File: src/rtl/rf_write_arbiter.sv
// Register-file write-port arbiter: pipeline WB has absolute priority, MDU results
// wait in a one-entry hold register and drain into free WB slots.
module rf_write_arbiter #(
  parameter int unsigned MAX_WAIT = 4,
  parameter int unsigned CNT_W    = 4
) (
  input  logic        clk,
  input  logic        reset,
  input  logic        wb_we,
  input  logic [4:0]  wb_addr,
  input  logic [31:0] wb_data,
  input  logic        mdu_valid,
  input  logic [4:0]  mdu_addr,
  input  logic [31:0] mdu_data,
  output logic        mdu_ready,
  output logic        rf_we,
  output logic [4:0]  rf_addr,
  output logic [31:0] rf_data,
  output logic        hold_valid,
  output logic [4:0]  hold_addr,
  output logic [31:0] hold_data,
  output logic        starve_stall
);

  typedef enum logic [1:0] {
    ST_EMPTY  = 2'd0,
    ST_WAIT   = 2'd1,
    ST_STARVE = 2'd2
  } state_e;

  localparam logic [CNT_W-1:0] MAX_WAIT_C = CNT_W'(MAX_WAIT);
  localparam logic [CNT_W-1:0] MAX_M1_C   = CNT_W'(MAX_WAIT - 1);

  state_e            state_q, state_d;
  logic              hold_valid_q, hold_valid_d;
  logic [4:0]        hold_addr_q, hold_addr_d;
  logic [31:0]       hold_data_q, hold_data_d;
  logic [CNT_W-1:0]  wait_cnt_q, wait_cnt_d;
  logic              starve_stall_q, starve_stall_d;

  logic wb_real_s;
  logic slot_free_s;
  logic drain_s;
  logic kill_s;
  logic release_s;
  logic accept_s;
  logic load_s;
  logic [CNT_W-1:0] cnt_inc_s;

  assign wb_real_s   = wb_we & (wb_addr != 5'd0);
  assign slot_free_s = ~wb_real_s;
  assign drain_s     = hold_valid_q & slot_free_s;
  // A younger pipeline write to the same register makes the held result stale.
  assign kill_s      = hold_valid_q & wb_real_s & (wb_addr == hold_addr_q);
  assign release_s   = drain_s | kill_s;
  assign mdu_ready   = ~reset & (~hold_valid_q | release_s);
  assign accept_s    = mdu_valid & mdu_ready;
  assign load_s      = accept_s & (mdu_addr != 5'd0);
  assign cnt_inc_s   = (wait_cnt_q < MAX_WAIT_C) ? (wait_cnt_q + CNT_W'(1)) : wait_cnt_q;

  // Next-state logic for the hold register, wait counter and starvation request.
  always_comb begin
    state_d      = state_q;
    hold_valid_d = hold_valid_q;
    hold_addr_d  = hold_addr_q;
    hold_data_d  = hold_data_q;
    wait_cnt_d   = wait_cnt_q;
    case (state_q)
      ST_EMPTY: begin
        if (load_s) begin
          state_d     = ST_WAIT;
          hold_addr_d = mdu_addr;
          hold_data_d = mdu_data;
          wait_cnt_d  = {CNT_W{1'b0}};
        end else begin
          state_d = ST_EMPTY;
        end
      end
      ST_WAIT, ST_STARVE: begin
        if (release_s) begin
          wait_cnt_d = {CNT_W{1'b0}};
          if (load_s) begin
            state_d     = ST_WAIT;
            hold_addr_d = mdu_addr;
            hold_data_d = mdu_data;
          end else begin
            state_d     = ST_EMPTY;
            hold_addr_d = 5'd0;
            hold_data_d = 32'd0;
          end
        end else begin
          wait_cnt_d = cnt_inc_s;
          if ((state_q == ST_STARVE) || (wait_cnt_q >= MAX_M1_C)) begin
            state_d = ST_STARVE;
          end else begin
            state_d = ST_WAIT;
          end
        end
      end
      default: begin
        state_d     = ST_EMPTY;
        hold_addr_d = 5'd0;
        hold_data_d = 32'd0;
        wait_cnt_d  = {CNT_W{1'b0}};
      end
    endcase
    hold_valid_d   = (state_d != ST_EMPTY);
    starve_stall_d = (state_d == ST_STARVE);
  end

  // State registers; reset discards any held entry.
  always_ff @(posedge clk or posedge reset) begin
    if (reset) begin
      state_q        <= ST_EMPTY;
      hold_valid_q   <= 1'b0;
      hold_addr_q    <= 5'd0;
      hold_data_q    <= 32'd0;
      wait_cnt_q     <= {CNT_W{1'b0}};
      starve_stall_q <= 1'b0;
    end else begin
      state_q        <= state_d;
      hold_valid_q   <= hold_valid_d;
      hold_addr_q    <= hold_addr_d;
      hold_data_q    <= hold_data_d;
      wait_cnt_q     <= wait_cnt_d;
      starve_stall_q <= starve_stall_d;
    end
  end

  // Write-port mux: real WB write first, otherwise drain the hold register.
  always_comb begin
    rf_we   = 1'b0;
    rf_addr = 5'd0;
    rf_data = 32'd0;
    if (reset) begin
      rf_we   = 1'b0;
      rf_addr = 5'd0;
      rf_data = 32'd0;
    end else if (wb_real_s) begin
      rf_we   = 1'b1;
      rf_addr = wb_addr;
      rf_data = wb_data;
    end else if (hold_valid_q) begin
      rf_we   = 1'b1;
      rf_addr = hold_addr_q;
      rf_data = hold_data_q;
    end else begin
      rf_we   = 1'b0;
      rf_addr = 5'd0;
      rf_data = 32'd0;
    end
  end

  assign hold_valid   = hold_valid_q;
  assign hold_addr    = hold_addr_q;
  assign hold_data    = hold_data_q;
  assign starve_stall = starve_stall_q;

endmodule

File: config.mk
export PLATFORM = sky130hd
export DESIGN_NAME = rf_write_arbiter
export DESIGN_NICKNAME = d
export VERILOG_FILES = /design/src/rtl/rf_write_arbiter.sv
export SDC_FILE = /design/constraint.sdc
export NUM_CORES = 1
export LEC_CHECK = 0
export ABC_AREA = 1
export CAP_MARGIN = 20
export CORE_MARGIN = 10
export CORE_UTILIZATION = 37
export DETAILED_ROUTE_END_ITERATION = 8
export PLACE_DENSITY = 0.78
export SLEW_MARGIN = 5
export SYNTH_ARGS = -nofsm -noshare
export SYNTH_HDL_FRONTEND = slang
export SYNTH_SLANG_ARGS = --single-unit
File: constraint.sdc
create_clock -name clk -period 2.7 [get_ports clk]
set_input_delay 0.54 -clock clk [delete_from_list [all_inputs] [get_ports clk]]
set_output_delay 0.54 -clock clk [all_outputs]
set_load 0.005 [all_outputs]
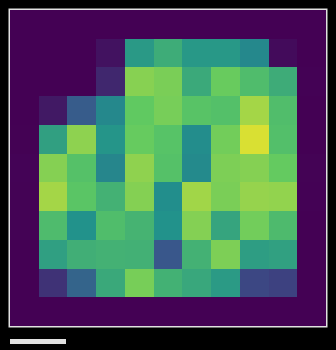
Figure 1: run 1, local utilization.
Scale bar: 20 um. 11 x 11 tiles, from dark purple (low) to yellow (high), 0 to 100% covered.
tiles over 75% full: 21%
nearly empty tiles: 36%
fullest tile: 94%
emptiest ninth of the die: top left
densest ninth of the die: middle
Layout Utilization: 61.3%
Core Region: 8260 um2
Pre-Place Util: 38.1%

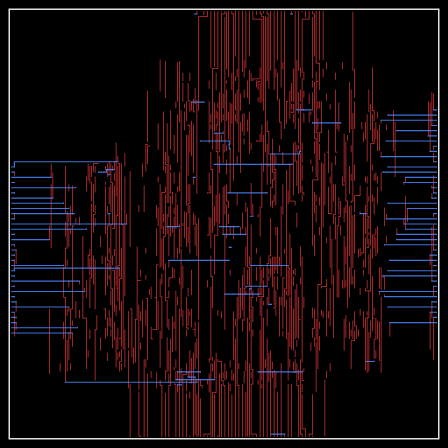
Figure 2: run 1, routed metal, one colour a layer.
Only two layers are drawn.
legend:
  red:
    layer: M2
    wire_length: 6060 um
  blue:
    layer: M3
    wire_length: 816 um
Global Route Usage Sum: 17.7%
via count: 3661
drt total wl: 11800 um
DR WL/cell: 16.1 um

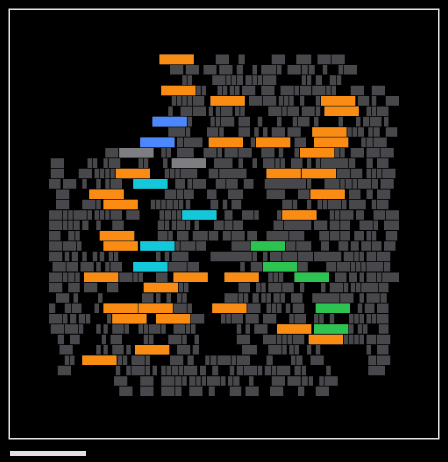
Figure 3: run 1, sequential cells coloured by netlist name.
Scale bar: 20 um.
legend:
  cyan:
    netlist_name: wait_cnt_q
    sequential_cells: 4
  green:
    netlist_name: hold_addr
    sequential_cells: 5
  blue:
    netlist_name: state_q
    sequential_cells: 2
  orange:
    netlist_name: hold_data
    sequential_cells: 32
not coloured: 2

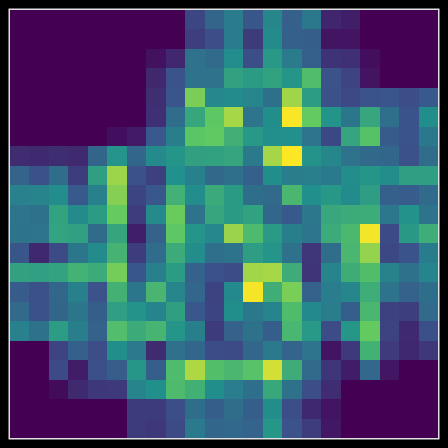
Figure 4: run 1, wiring heat map.
22 x 22 tiles, from dark purple (low) to yellow (high), scaled to the fullest tile. Values are wire area over tile area, all layers added.
nearly empty tiles: 21%
fullest tile: 0.46
mean over tiles: 0.15

==> flow_metrics.tcl, run 1 <==
# metrics dict for downstream scripts
set metrics [dict create \
    clkLatencyLatePin_ps 300 \
    ys_sh_simple_pct 34.9 \
    power_switching_mw 1.68 \
    dieArea_um2 12600 \
    hold_violations 0 \
    drt-pass1-iter-count 4 \
    portBuffers 155 \
    hpwl_um 8910 \
    power_frac_seq_pct 30.3 \
    comb-power_mw 2.25 \
    critPathSlowestCell "dlygate4sd2_1" \
    r2r-start "hold_addr[4]$_DFFE_PP0P_" \
    grtUsageMet3_pct 4.42 \
    openroad.warnings 28 \
    grt_overflow 0 \
    seq_area_um2 1130 \
    layout_min_cycle_time_ps 2600 \
    clk_path_buf_depth 2 \
    arrival_ps 2060 \
    wl_met2_um 6060 \
    slew_viol_final 0 \
    cts_resized 124 \
    grt_busiest_layer "met2" \
    p_sw_share_pct 41.1 \
    nClkBuffers 5 \
    reg2reg_setup_slack_ps 790 \
    fmax_mhz 384 \
    ys_types 29 \
    max_slew_margin_pct 54.4 \
    period_used_pct 96.4 \
    layout_top_cells "nor2_1 (111), clkdlybuf4s50_1 (111), nand2_1 (102)" \
    use_met1_pct 20.1 \
    final_cells 730 \
    grt_max_degree 38 \
    power.leakage_nw 2.65 \
    rsz0062_at_grt "no" \
    status "finished, final reports clean" \
    ant_nets 0 \
    ys_chip_area_um2 3150 \
    design_area_um2 5060 \
    synth.avg_cell_area_um2 6.90 \
    clk-power_uw 595 \
    area_growth_pct 60.8 \
    power-top-group "combinational logic" \
    hold_end "hold_data[31]$_DFFE_PP0P_" \
    antenna_found_initial 0 \
    combPwrFrac_pct 55.1 \
    ys_seq_share_pct 35.8 \
    htreeDepth 2 \
]
==> run 1: synth_stat cells <==
library cell	n	share of area, %
buf_8	2	0.95
o2111ai_1	37	10
nand3b_1	1	0.24
inv_1	57	6.8
nand2_1	103	12
a211oi_1	5	1.2
xnor2_1	1	0.28
nor3_1	33	5.2
buf_2	7	1.1
nor2_4	1	0.36
buf_6	6	2.1
o21ai_2	1	0.28
nor2_2	1	0.20
o211ai_1	1	0.24
nand2_4	2	0.72
nor2_1	112	13
nand3_1	4	0.64
ha_1	4	1.6
xor2_1	1	0.28
clkbuf_1	14	1.7
nand4_1	2	0.40
dfrtp_1	45	36
buf_12	1	0.64
inv_2	1	0.12
nand2_2	4	0.80
o21ai_1	2	0.32
nand3_2	2	0.64
a21boi_0	1	0.24
buf_4	5	1.2
Figure 5. The clock network (run 1).
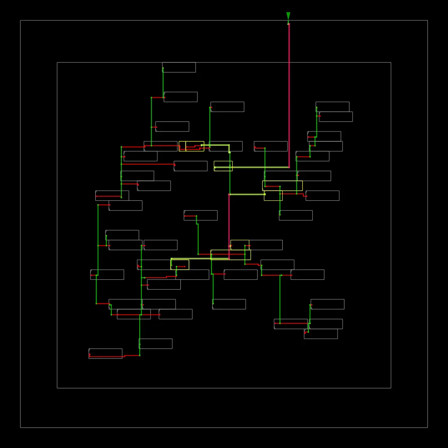

==> run 2: changes to the inputs <==
--- a/config.mk
+++ b/config.mk
@@ -7,10 +7,10 @@
 export LEC_CHECK = 0
 export ABC_AREA = 1
 export CAP_MARGIN = 20
-export CORE_MARGIN = 10
+export CORE_MARGIN = 3
 export CORE_UTILIZATION = 37
 export DETAILED_ROUTE_END_ITERATION = 8
-export PLACE_DENSITY = 0.78
+export PLACE_DENSITY_LB_ADDON = 0.15
 export SLEW_MARGIN = 5
 export SYNTH_ARGS = -nofsm -noshare
 export SYNTH_HDL_FRONTEND = slang
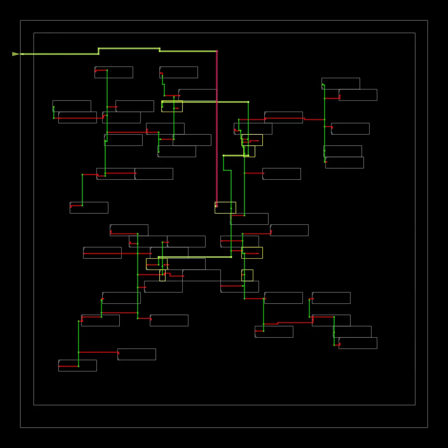
Figure 6: run 2, the clock network.
Worst-Skew Late Latency: 300 ps
clkbuf count: 6
Layout Skew: 8.04 ps

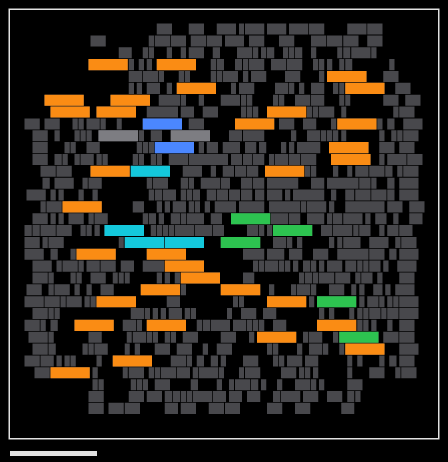
Figure 7: run 2, sequential cells coloured by netlist name.
Scale bar: 20 um.
legend:
  blue:
    netlist_name: state_q
    sequential_cells: 2
  green:
    netlist_name: hold_addr
    sequential_cells: 5
  cyan:
    netlist_name: wait_cnt_q
    sequential_cells: 4
  orange:
    netlist_name: hold_data
    sequential_cells: 32
Flop area: 1130 um2
Seq/total area: 21.8%
sequential power: 1.24 mW
Layout Utilization: 62.4%

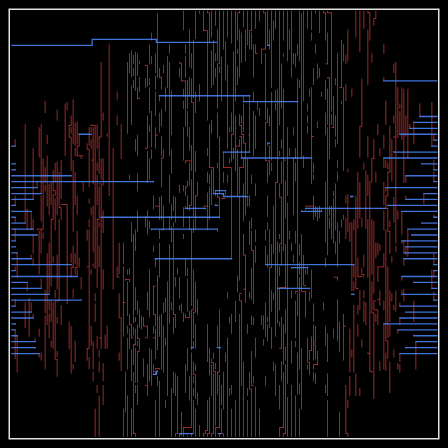
Figure 8: run 2, routed metal, one colour a layer.
Only two layers are drawn.
legend:
  red:
    layer: M2
    wire_length: 5190 um
  blue:
    layer: M3
    wire_length: 684 um
via count: 3610
drt total wl: 10700 um
Global Route Usage Sum: 21.3%

==> run 2 against run 1 <==
Net effect: the flow now finishes with violations (negative setup slack); clock skew is 1.4 ps higher; count of clock-buffer cells in the layout up 1; area after synthesis did not move; sequential power barely moved; critical path type unchanged; largest power group unchanged.
==> flow_metrics.tcl, run 2 <==
# metrics dict for downstream scripts
set metrics [dict create \
    status "complete, but fails checks" \
    violations "negative setup slack" \
    ys_chip_area_um2 3150 \
    layout_min_cycle_time_ps 2710 \
    grt_busiest_layer "met2" \
    top_area_cell "dfrtp_1" \
    top_cells_by_area "dfrtp_1 (36%), nor2_1 (13%), nand2_1 (12%)" \
    core_area_um2 8260 \
    power.leakage_nw 2.99 \
    drt-wirelength-per-cell_um 14.9 \
    synth-async-reset-ratio_pct 100 \
    initial_core_util_pct 38.1 \
    rsz0062_at_grt "yes" \
    use_met1_pct 28.4 \
    antenna_found_initial 0 \
    comb-power_mw 2.24 \
    ant_nets 0 \
    grt_overflow 0 \
    synth-main-ff-cell "dfrtp_1" \
    power-top-group "combinational logic" \
    cts_tree "done" \
    design_area_um2 5150 \
    period_used_pct 100 \
    setup_slack_ps -8.92 \
    dieArea_um2 9650 \
    layout_top_cells "clkdlybuf4s50_1 (112), nor2_1 (111), nand2_1 (102)" \
    ys_types 29 \
    top_cell "nor2_1" \
    hold_violations 0 \
    ys_sh_simple_pct 34.9 \
    r2r-start "hold_addr[2]$_DFFE_PP0P_" \
    arrival_ps 2170 \
    grtUsageMet3_pct 4.57 \
    reg2reg_setup_slack_ps 800 \
    ys_top_cells_by_count "nor2_1 (112), nand2_1 (103), inv_1 (57)" \
    yosysTopAreaCellShare_pct 35.8 \
    hpwl_um 7370 \
    synth.avg_cell_area_um2 6.90 \
    p_int_mw 2.24 \
    max_slew_margin_pct 53.8 \
    p_sw_share_pct 42.5 \
    area_growth_pct 63.8 \
    portBuffers 155 \
    edf_count 0 \
    ys_seq_share_pct 35.8 \
    critPathSlowestCell "clkdlybuf4s50_1" \
    openroad.warnings 30 \
    grt_max_degree 46 \
    clk_path_buf_depth 2 \
    power_frac_seq_pct 31.8 \
    final-setup-viol-count 1 \
    power_switching_mw 1.65 \
    htreeDepth 2 \
    slew_viol_final 0 \
    crit_path_end_kind "output port" \
    xor_area_share_pct 0.557 \
    drt-pass1-iter-count 4 \
    combPwrFrac_pct 57.5 \
    clock_power_share_pct 10.7 \
    final_cells 721 \
    fmax_mhz 369 \
]
[run 2: netlist changes by cell type in the layout (fill, tap and decap cells not counted), moves of 2 or more]
cell,change
clkdlybuf4s15_2,-3
buf_4,-9
buf_6,-4
dlymetal6s2s_1,+29
dlygate4sd2_1,-11
clkbuf_16,+2
a211oi_2,-2
a211oi_1,+2
bufinv_16,-2
clkinvlp_4,+2
buf_2,-18
[run 2: worst max-delay path, delay by kind of cell]
kind            cells  cell delay [ps]
compound gates      1              210
simple gates        4              520
buf+inv             4              900
[run 2: what timing repair did]
| item | CTS | global route |
|---|---|---|
| resized | 19 | 54 |
| gates cloned | 0 | 2 |
| setup buffers | 0 | 4 |
| pin swaps | 2 | 5 |
| setup endpoints to repair | 39 | 38 |
No activity file was given, so power comes from the tool's default toggle rates.
